### Routed clock nets over the placement

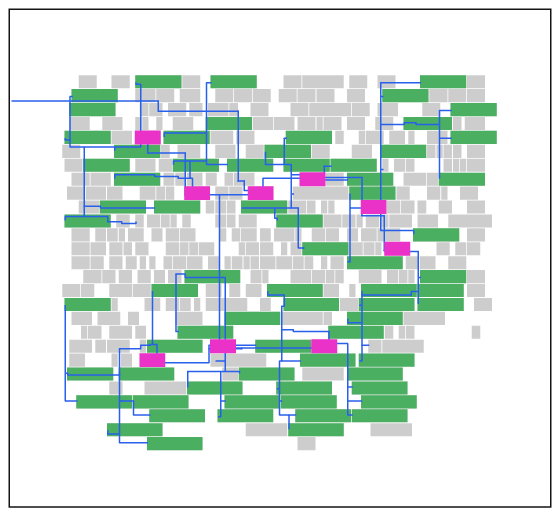
### Where the registers sit

Other sequential cells in the stronger gray, the rest of the logic in the fainter gray.
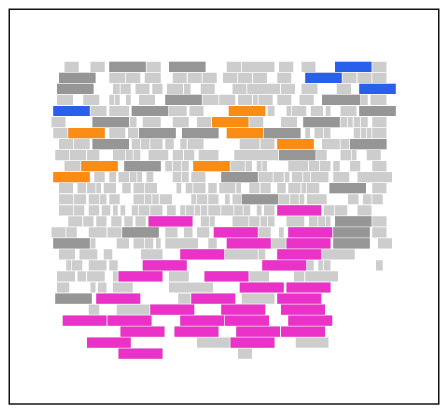
### Routed metal per tile

The bar under the picture is 20 µm long. The die is cut into 21 by 19 equal tiles; dark purple is low, yellow is high, scaled to the fullest tile. Values are wire area over tile area, all layers added.
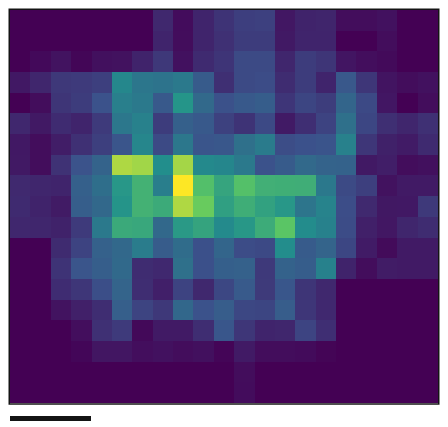
### M4 wires

The bar under the picture is 20 µm long. Supply wires on this layer in gray.
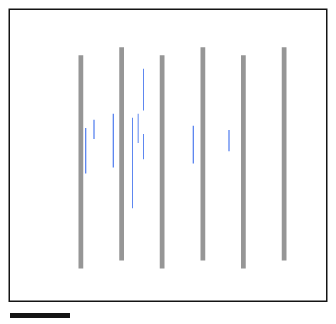
### Placement view

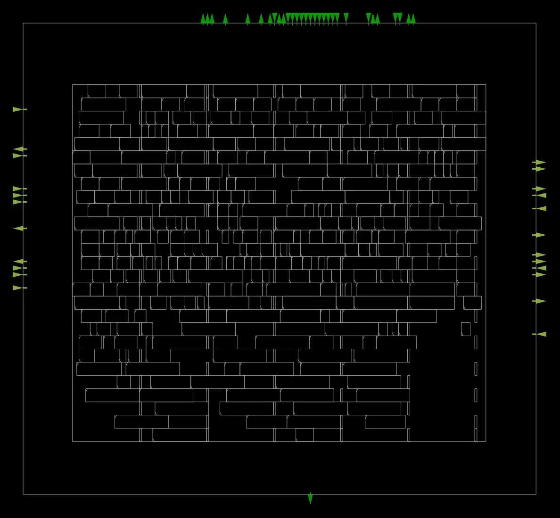
$ cat src/rtl/mc_sequencer.sv
// Program sequencer / I/O front-end for the MC14500B ICU: fetches ROM words,
// runs the req/ack handshake and applies the ICU results to PC, stack and latches.
module mc_sequencer #(
  parameter int ADDR_W = 8,
  parameter int IO_W   = 3,
  parameter int DEPTH  = 4
) (
  input  logic                  clk,
  input  logic                  rst_n,
  output logic [ADDR_W-1:0]     pmem_addr,
  input  logic [ADDR_W+3:0]     pmem_data,
  input  logic [(1<<IO_W)-1:0]  in_pins,
  output logic [(1<<IO_W)-1:0]  out_pins,
  output logic                  icu_rst,
  output logic                  icu_req,
  input  logic                  icu_ack,
  output logic [3:0]            icu_instr,
  output logic                  icu_data,
  input  logic                  icu_write,
  input  logic                  icu_dout,
  input  logic                  icu_jmp,
  input  logic                  icu_rtn,
  input  logic                  icu_flag_o,
  input  logic                  icu_flag_f,
  output logic                  flag_o_pulse,
  output logic                  err
);

  localparam int SP_W  = $clog2(DEPTH + 1);
  localparam int IDX_W = (DEPTH > 1) ? $clog2(DEPTH) : 1;

  typedef enum logic [2:0] {
    FETCH, LOAD, REQ, ACK, EXEC, RELEASE, HALT
  } state_t;

  state_t            state, state_n;
  logic [ADDR_W-1:0] pc, pc_n, pc_inc, operand;
  logic [ADDR_W-1:0] stk [0:(1<<IDX_W)-1];
  logic [SP_W-1:0]   sp;
  logic [IDX_W-1:0]  push_idx, top_idx;
  logic              req_n, ld, do_write, do_call, do_ret, do_err;
  logic              full, empty;

  assign pmem_addr = pc;
  assign pc_inc    = pc + 1'b1;
  assign full      = (sp == SP_W'(DEPTH));
  assign empty     = (sp == '0);
  assign push_idx  = IDX_W'(sp);
  assign top_idx   = IDX_W'(sp - 1'b1);

  always_comb begin
    state_n      = state;
    pc_n         = pc;
    req_n        = icu_req;
    ld           = 1'b0;
    do_write     = 1'b0;
    do_call      = 1'b0;
    do_ret       = 1'b0;
    do_err       = 1'b0;
    flag_o_pulse = 1'b0;
    case (state)
      // hold off the first fetch until the ICU has left reset
      FETCH:   if (!icu_rst) state_n = LOAD;
      LOAD:    begin ld = 1'b1; state_n = REQ; end
      REQ:     begin req_n = 1'b1; state_n = ACK; end
      ACK:     if (icu_ack) begin req_n = 1'b0; state_n = EXEC; end
      EXEC: begin
        state_n = RELEASE;
        pc_n    = pc_inc;
        if (icu_write) begin
          do_write = 1'b1;
        end else if (icu_jmp) begin
          pc_n = operand;
        end else if (icu_flag_f) begin
          if (full) begin
            do_err  = 1'b1;
            pc_n    = pc;
            state_n = HALT;
          end else begin
            do_call = 1'b1;
            pc_n    = operand;
          end
        end else if (icu_rtn) begin
          if (empty) begin
            do_err  = 1'b1;
            pc_n    = pc;
            state_n = HALT;
          end else begin
            do_ret = 1'b1;
            pc_n   = stk[top_idx];
          end
        end else if (icu_flag_o) begin
          flag_o_pulse = 1'b1;
        end
      end
      RELEASE: if (!icu_ack) state_n = FETCH;
      HALT:    state_n = HALT;
      default: state_n = FETCH;
    endcase
  end

  always_ff @(posedge clk or negedge rst_n) begin
    if (!rst_n) begin
      state     <= FETCH;
      pc        <= '0;
      operand   <= '0;
      icu_instr <= '0;
      icu_data  <= 1'b0;
      icu_req   <= 1'b0;
      out_pins  <= '0;
      sp        <= '0;
      err       <= 1'b0;
      icu_rst   <= 1'b1;
    end else begin
      icu_rst <= 1'b0;
      state   <= state_n;
      pc      <= pc_n;
      icu_req <= req_n;
      if (ld) begin
        icu_instr <= pmem_data[ADDR_W+3:ADDR_W];
        operand   <= pmem_data[ADDR_W-1:0];
        icu_data  <= in_pins[pmem_data[IO_W-1:0]];
      end
      if (do_write) out_pins[operand[IO_W-1:0]] <= icu_dout;
      if (do_call)     sp <= sp + 1'b1;
      else if (do_ret) sp <= sp - 1'b1;
      if (do_err) err <= 1'b1;
    end
  end

  // stack storage needs no reset: sp alone defines which entries are live
  always_ff @(posedge clk) begin
    if (do_call) stk[push_idx] <= pc_inc;
  end

endmodule

$ cat config.mk
export PLATFORM = sky130hd
export DESIGN_NAME = mc_sequencer
export DESIGN_NICKNAME = d
export VERILOG_FILES = /design/src/rtl/mc_sequencer.sv
export SDC_FILE = /design/constraint.sdc
export NUM_CORES = 1
export LEC_CHECK = 0
export CORE_ASPECT_RATIO = 0.9
export CORE_MARGIN = 10
export CORE_UTILIZATION = 54
export CTS_CLUSTER_DIAMETER = 40
export DETAILED_ROUTE_END_ITERATION = 8
export PLACE_DENSITY = 0.8
export SYNTH_ARGS = -nofsm -noshare
export SYNTH_HDL_FRONTEND = slang
export SYNTH_SLANG_ARGS = --single-unit
$ cat constraint.sdc
create_clock -name clk -period 3.7 [get_ports clk]
set_clock_uncertainty 0.2 [all_clocks]
set_input_delay 1.11 -clock clk [delete_from_list [all_inputs] [get_ports clk]]
set_output_delay 1.11 -clock clk [all_outputs]
set_load 0.02 [all_outputs]
==> Changelog: implementation <==
## Flow update

* Reg2Reg Depth at 4
* Number of cells in Yosys stat at 284
* HP Start: err$_DFFE_PN0P_
* DR pass1 iterations at 4
* Leak pwr at 1.64 nW
* RSZ-0062 raised after global routing: false
* Layout cell share with drive strength beyond 1 at 21.8%
* Met1 Track Usage GR at 21.1%
* Gr busiest metal: met2
* RR Startpoint: state[1]$_DFFE_PN0P_
* Avg Cell Area, Syn at 12.5 µm²
* Top-area cell type share of the netlist area at 27.0%
* Top_reg_cell synth: dfrtp_1
* WHS Path Cells at 1
* WL met1 at 3.50 mm
* Worst vdd ir at 0.419 mV
* Max FO, Critical Path at 2
* Max Cap Violations at 0
* Row count at 27
* Outcome: finished clean
* Synth warn at 0
* Fin area at 0.00440 mm²
* Post-synth EDFFs at 32
* Most frequent logic cell in the layout: clkdlybuf4s50_1
* Top cells, area: edfxtp_1 (27%), dfrtp_1 (26%), mux2_2 (6.7%)
* GRT Total Usage at 16.5%
* CP startpoint kind: primary input
* CP endpoint kind: output pin
* CTS H-tree depth at 3
* Final Hold Violation Tally at 0
* Cells after DPL at 414
* Synthesis-to-finish area growth at 23.6%
* Slew @ Worst Pin at 1.10 ns
* GR met2 Demand/Resource at 26.8%
* Die Height at 97.0 µm
* Largest net degree at the start of global routing at 39
* Top Layer Used: met4
* Placement Setup Slack at -0.425 ns
* Total grt overflow at 0
* Cell taking the most area after synthesis: edfxtp_1
* Routed wl met3 at 637 µm
* GP Congestion at 0.859
* I/O Pins at 54
* Number of distinct library cells after synthesis at 54
* RR Endpoint: stk[3][1]$_DFFE_PP_
* Root buffer cell: clkbuf_8
* Max_slew headroom at 26.1%
* M3 GR Usage at 5.03%
* CTS tree: built
* Critical path capture point: flag_o_pulse
* Minimum clock period at 3.61 ns
* R2R Setup Slk at 1.26 ns
* Iter 0 DRT Violations at 193
* Power Dens Cells at 707 mW/mm²
* CTS Buf Count at 9
* Die W at 106 µm
* # setup viols final at 0
* Number of fill cells in the layout at 447
* Final antenna diode count at 0
* Remaining antenna violation count after routing at 0
* Clk slew on worst S/H paths at 0.08 ns
* Kind of critical path: in -> out
* First-pass GRT wire length at 13.7 mm
* Synthesized area at 0.00356 mm²
* Hold endpoint: err$_DFFE_PN0P_
* Vias per Instance at 5.97
* Cell Count, Final, Fillers Out at 431
* Post-synth seq share at 53.8%
* Die Size at 0.0102 mm²
Notes on 'Routed clock nets over the placement' above:
[clock drivers] magenta | count: 9
[flip-flops] green | count: 70
[clock wires] blue | length: 797 µm
routed clock nets	10
Power Clock: 0.656 mW
Latency at later pin: 0.34 ns
clock power share: 21.1%

Notes on 'Where the registers sit' above:
name in the netlist	color	sequential cells
`stk`	magenta	32
`icu_instr`	blue	4
`operand`	orange	8

Notes on 'Routed metal per tile' above:
nearly empty tiles	26%
emptiest ninth of the die	bottom right
densest ninth of the die	middle
tiles over half the peak	7.3%
fullest tile	0.76

Notes on 'M4 wires' above:
nets with wire on the layer	8
main direction	vertical
wire length on this layer	119 µm

Notes on 'Placement view' above:
FFs & Latches: 70
Core Util, Final: 70.3%

## kinds of logic (layout without fill, tap and decap cells)
family                   count (synthesis)  after routing  share of synthesized area (%)
flip-flops                              70             70                           53.8
adder cells (fa/ha/maj)                  6              6                           2.11
XOR/XNOR                                 7              7                           1.72
multiplexers                            33             33                           13.5
buffers and inverters                   28             88                           3.69
other                                    1              1                          0.105
AND-OR/OR-AND                           56             56                           10.8
AND/OR/NAND/NOR                         83             83                           14.3
## cells in the mapped netlist, types with 6 or more instances
cell	n
mux4_2	10
nor3_1	7
nor3b_1	6
mux2_2	21
ha_1	6
o21ai_0	16
nand2_1	12
and2_1	6
clkbuf_1	14
dfrtp_1	37
nor2_1	15
o211ai_1	6
inv_1	7
edfxtp_1	32
a21oi_1	6
## report_power, final
part | leakage [nW] | switching [mW] | internal, mW | total (mW)
registers | 0.751 | 0.217 | 1.05 | 1.26
logic | 0.784 | 0.588 | 0.601 | 1.19
clock network | 0.104 | 0.281 | 0.375 | 0.656
## critical path, stage by stage
cell             delay (ns)
clkdlybuf4s50_1        0.42
or2_4                  0.26
nor2_2                 0.08
buf_4                  0.14
and3_1                 0.15
buf_4                  0.13
## state kept, by name (all words and copies together), names as in the netlist, 3 cells and up
| register | cells |
|---|---|
| operand | 8 |
| icu_instr | 4 |
| stk | 32 |
| sp | 3 |
| out_pins | 8 |
| pmem_addr | 8 |
| state | 3 |
## area by class of cell
class	count	area (µm²)	share of cell area, %
clock buffer	9	124	2.82
clock inverter	7	88.8	2.02
inverter	7	26.3	0.598
multi-input combinational	186	1520	34.6
sequential	70	1910	43.5
tap	87	109	2.48
timing repair buffer	65	613	13.9
## timing repair
action | in CTS | in global routing
setup buffers | 0 | 1
cloned | 0 | 0
hold buffers | 0 | 0
endpoints found under the setup margin | 1 | 1
resized | 4 | 3
Power and IR drop assume default switching activity.
